<file path="src/rtl/instr_queue_pkg.sv">
// Shared constants and immediate-extension helper for the instruction queue.
package instr_queue_pkg;

    localparam int IQ_IW    = 8;
    localparam int IQ_IMM_W = 4;
    localparam int IQ_DW    = 8;
    localparam int IQ_XW    = 32;

    // Widths are runtime arguments so one helper serves every instance.
    function automatic logic [IQ_XW-1:0] imm_extend(
        input logic [IQ_XW-1:0] raw,
        input int               imm_w,
        input bit               sgn
    );
        logic [IQ_XW-1:0] res;
        res = '0;
        for (int i = 0; i < IQ_XW; i++) begin
            if (i < imm_w)
                res[i] = raw[i];
            else
                res[i] = sgn & raw[imm_w-1];
        end
        return res;
    endfunction

endpackage

</file>
<file path="src/rtl/instr_queue_imm_ext.sv">
// Zero/sign extension of the instruction immediate field.
module imm_ext
    import instr_queue_pkg::*;
#(
    parameter int IMM_W      = IQ_IMM_W,
    parameter int DW         = IQ_DW,
    parameter bit IMM_SIGNED = 1'b0
) (
    input  logic [IMM_W-1:0] imm_i,
    output logic [DW-1:0]    imm_o
);

    logic [IQ_XW-1:0] raw;
    logic [IQ_XW-1:0] ext;

    always_comb begin
        raw   = IQ_XW'(imm_i);
        ext   = imm_extend(raw, IMM_W, IMM_SIGNED);
        imm_o = DW'(ext);
    end

endmodule

</file>
<file path="src/rtl/instr_queue.sv">
// Flop-based instruction FIFO between fetch and the controller.
module instr_queue
    import instr_queue_pkg::*;
#(
    parameter int IW         = IQ_IW,
    parameter int IMM_W      = IQ_IMM_W,
    parameter int DW         = IQ_DW,
    parameter bit IMM_SIGNED = 1'b0,
    parameter int DEPTH      = 4,
    localparam int AW        = $clog2(DEPTH),
    localparam int CW        = $clog2(DEPTH+1)
) (
    input  logic          clk,
    input  logic          RST,
    input  logic          flush,
    input  logic          in_valid,
    input  logic [IW-1:0] in_data,
    output logic          in_ready,
    output logic          out_valid,
    input  logic          out_ready,
    output logic [IW-1:0] ir_out,
    output logic [DW-1:0] immediate,
    output logic [CW-1:0] count
);

    logic [IW-1:0] mem_q [DEPTH];
    logic [AW-1:0] rd_q, rd_d;
    logic [AW-1:0] wr_q, wr_d;
    logic [CW-1:0] cnt_q, cnt_d;
    logic          push, pop;

    assign in_ready  = (cnt_q < CW'(DEPTH)) && !RST;
    assign out_valid = (cnt_q != '0);
    assign push      = in_valid && in_ready && !flush;
    assign pop       = out_valid && out_ready && !flush;
    assign ir_out    = out_valid ? mem_q[rd_q] : '0;
    assign count     = cnt_q;

    always_comb begin
        rd_d  = rd_q;
        wr_d  = wr_q;
        cnt_d = cnt_q;
        if (push) wr_d = wr_q + 1'b1;
        if (pop)  rd_d = rd_q + 1'b1;
        unique case (1'b1)
            push && !pop: cnt_d = cnt_q + 1'b1;
            pop && !push: cnt_d = cnt_q - 1'b1;
            default:      cnt_d = cnt_q;
        endcase
    end

    always_ff @(posedge clk) begin
        if (RST || flush) begin
            rd_q  <= '0;
            wr_q  <= '0;
            cnt_q <= '0;
        end else begin
            rd_q  <= rd_d;
            wr_q  <= wr_d;
            cnt_q <= cnt_d;
        end
    end

    // Payload needs no reset; occupancy alone decides visibility.
    always_ff @(posedge clk) begin
        if (push)
            mem_q[wr_q] <= in_data;
    end

    imm_ext #(
        .IMM_W      (IMM_W),
        .DW         (DW),
        .IMM_SIGNED (IMM_SIGNED)
    ) u_imm_ext (
        .imm_i (ir_out[IMM_W-1:0]),
        .imm_o (immediate)
    );

endmodule

</file>
<file path="config.mk">
export PLATFORM = sky130hd
export DESIGN_NAME = instr_queue
export DESIGN_NICKNAME = d
export VERILOG_FILES = /design/src/rtl/instr_queue_pkg.sv /design/src/rtl/instr_queue_imm_ext.sv /design/src/rtl/instr_queue.sv
export SDC_FILE = /design/constraint.sdc
export NUM_CORES = 1
export LEC_CHECK = 0
export ABC_AREA = 1
export CAP_MARGIN = 40
export CORE_ASPECT_RATIO = 0.7
export CORE_MARGIN = 4
export CORE_UTILIZATION = 45
export DETAILED_ROUTE_END_ITERATION = 8
export PLACE_DENSITY = 0.68
export RECOVER_POWER = 50
export SETUP_SLACK_MARGIN = 0.02
export SLEW_MARGIN = 40
export SYNTH_ARGS = -nofsm -noshare
export SYNTH_HDL_FRONTEND = slang
export SYNTH_SLANG_ARGS = --single-unit
</file>
<file path="constraint.sdc">
create_clock -name clk -period 4.6 [get_ports clk]
set_input_delay 1.15 -clock clk [delete_from_list [all_inputs] [get_ports clk]]
set_output_delay 1.15 -clock clk [all_outputs]
set_load 0.02 [all_outputs]
</file>
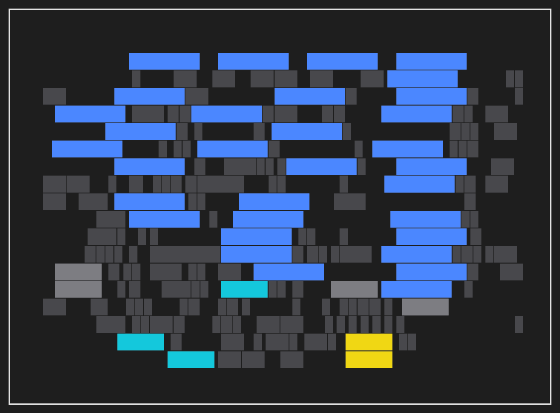
*Sequential cells grouped by signal name*
Other sequential cells in the stronger grey, the rest of the logic in the fainter grey.
signal	colour	flops
count	cyan	3
rd_q	yellow	2
mem_q	blue	32
not coloured	4
register area: 0.00114 mm^2
final core occ: 58.9%

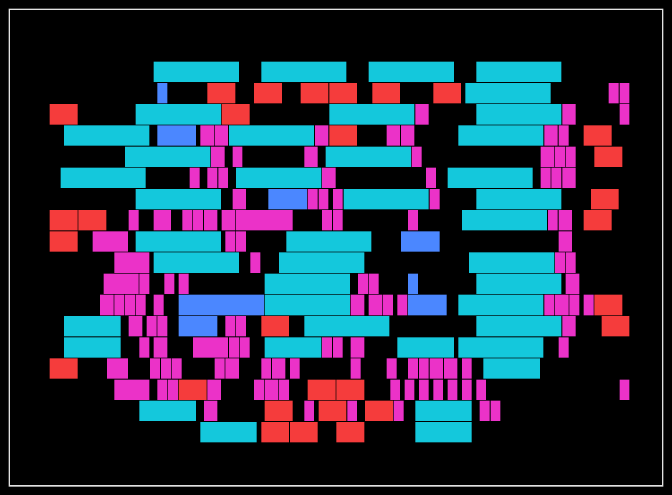
*Placed cells, one colour a class*
class	colour	cells	share of their area
other buffers and delay cells	red	29	14%
flops	cyan	41	54%
clock drivers and dummy loads	blue	8	5.0%
all other logic	magenta	124	27%

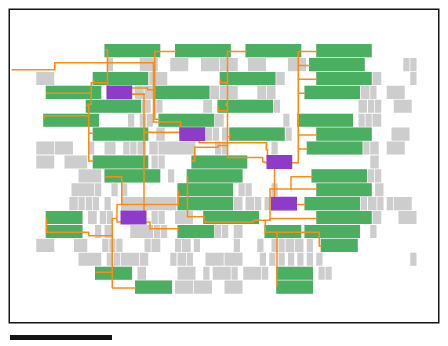
*Routed clock nets over the placement*
The bar under the picture is 20 um long.
[flip-flops] green | count: 41
[cells driving clock nets] purple | count: 5
[clock wires] orange | length: 465 um
routed clock nets	6
Power Clock: 0.000278 W
clock share of power: 37.9%

-- synth_stat cells --
| cell type | count | area [um^2] |
|---|---|---|
| ha_1 | 5 | 62.6 |
| nand3_1 | 3 | 15.0 |
| nor2_2 | 1 | 6.26 |
| a21oi_1 | 12 | 60.1 |
| fa_1 | 1 | 20.0 |
| a211oi_1 | 1 | 7.51 |
| buf_6 | 1 | 11.3 |
| inv_1 | 19 | 71.3 |
| buf_8 | 1 | 15.0 |
| conb_1 | 1 | 3.75 |
| o21ai_0 | 9 | 45.0 |
| nand2_1 | 13 | 48.8 |
| nor2_1 | 45 | 169 |
| dfxtp_1 | 9 | 180 |
| inv_2 | 1 | 3.75 |
| edfxtp_1 | 32 | 961 |
| o21ai_1 | 10 | 50.1 |
| buf_4 | 10 | 75.1 |
-- metal layers --
layer / GRT usage [%] / wire [um] / up-vias
li1: - / - / 614
met4: 5.73 / 36 / 0
met2: 27.0 / 1670 / 27
met5: 0 / 0 / -
met1: 16.9 / 1640 / 589
met3: 3.80 / 151 / 5
-- worst paths after layout --
kind / end / startpoint / cells after the start
setup / recovery: in_ready / RST / 3
hold / removal: flip-flop / rd_q[1] / 2
setup reg to reg: count[2] / count[1] / 13
hold reg to reg: flip-flop / rd_q[1] / 2
-- registers in the layout, indices dropped and copies added, names as in the netlist, named ones only --
signal  cells
count       3
rd_q        2
mem_q      32
wr_q        2
-- through the flow --
stage | setup slack [ps] | hold WS, ps
floorplan | 1890 | 462
global placement | 1170 | 491
detailed placement | 1160 | 496
CTS | 1160 | 507
global route | 1030 | 555
finish | 1190 | 500
-- critical path: stages --
cell and delay (ps):
clkdlybuf4s50_1 420, nor2_1 90, clkdlybuf4s50_1 610
==> run summary <==
fresh numbers from the pnr run: multi-input combinational area share between 20% and 30%, Internal Power a little under 0.0006 W, Commonest Layout Cell nor2_1, Comb power 0.0000500 W, flop share of the area between 50% and 60%, Static Leak 0.821 nW, Comb power frac under 10%, Non-clk invs 20, wirelength, routed between 3000 and 4000 um, Unique cell types 18, Max Slew Vio Count 0, Critical Path Sink Type primary output, chip area 0.00511 mm^2, top power group sequential cells, Root Driver clkbuf_8, fin cells 252, clk tree area frac about 4.9%, # fillers between 300 and 400, syn avg cell area roughly 10 um^2, Via Count around 1200, vias in the first global route 1226, Non-clock buffer share 13.3%, # rows 18, sequential area share after synthesis between 60% and 70%, dominant kind of combinational cell simple AND/OR/NAND/NOR gates, Post-CTS Setup Inserts 0, Core Area 0.00369 mm^2, Crit Path Class in2out, Worst setup SP type input port, Gate Area 499 um^2, PortBufs 29, clock slew at reported path FFs roughly 70 ps, sequential share of power 55.3%, Slew @ Worst Pin a little over 800 ps, Tcrit/Tclk final around 74%, GP Congestion approximately 0.7, tap cell count roughly 50, worst min path class reg2reg, total gr overflow 0, Max Cap Violations 0, Log Warnings 29, fin area between 0.002 and 0.0025 mm^2, Final Skew ~4.3 ps, status completed, Cell Area, Placed slightly above 0.002 mm^2, Placed Cells incl. Taps 244, post-CTS resize count 0, switching portion of total power between 20% and 30%, Global Route Usage Sum roughly 15%, DRC Markers 0, Critical Path RT approximately 3500 ps, # Cells Yosys 174, cts bufs inserted 5, Vias/cell about 4.9, area grow syn2layout 20.4%, wire per inst approximately 14 um, crit-path max FO 2, simple-gate area share of the yosys netlist about an eighth, total iterations of the first detailed-routing run 4, clk ins delay skew pair around 290 ps, Seq group roughly 0.00041 W, Post-CTS Hold Buffers 0, mux frac, synth 0%, Flop Count between 40 and 50, R2R setup slack approximately 2800 ps, top logic cells by instance count in the layout 45 x nor2_1, 32 x edfxtp_1, 19 x inv_1, 15 x clkdlybuf4s50_1, 14 x dlygate4sd3_1, Worst VDD drop around 0.00022 V, Critical Path AT 2260 ps, TNS Setup 0 ps, clock tree from TritonCTS done, fp_density slightly below 50%
Power figures rest on the tool's default switching activity, not on a simulated workload.
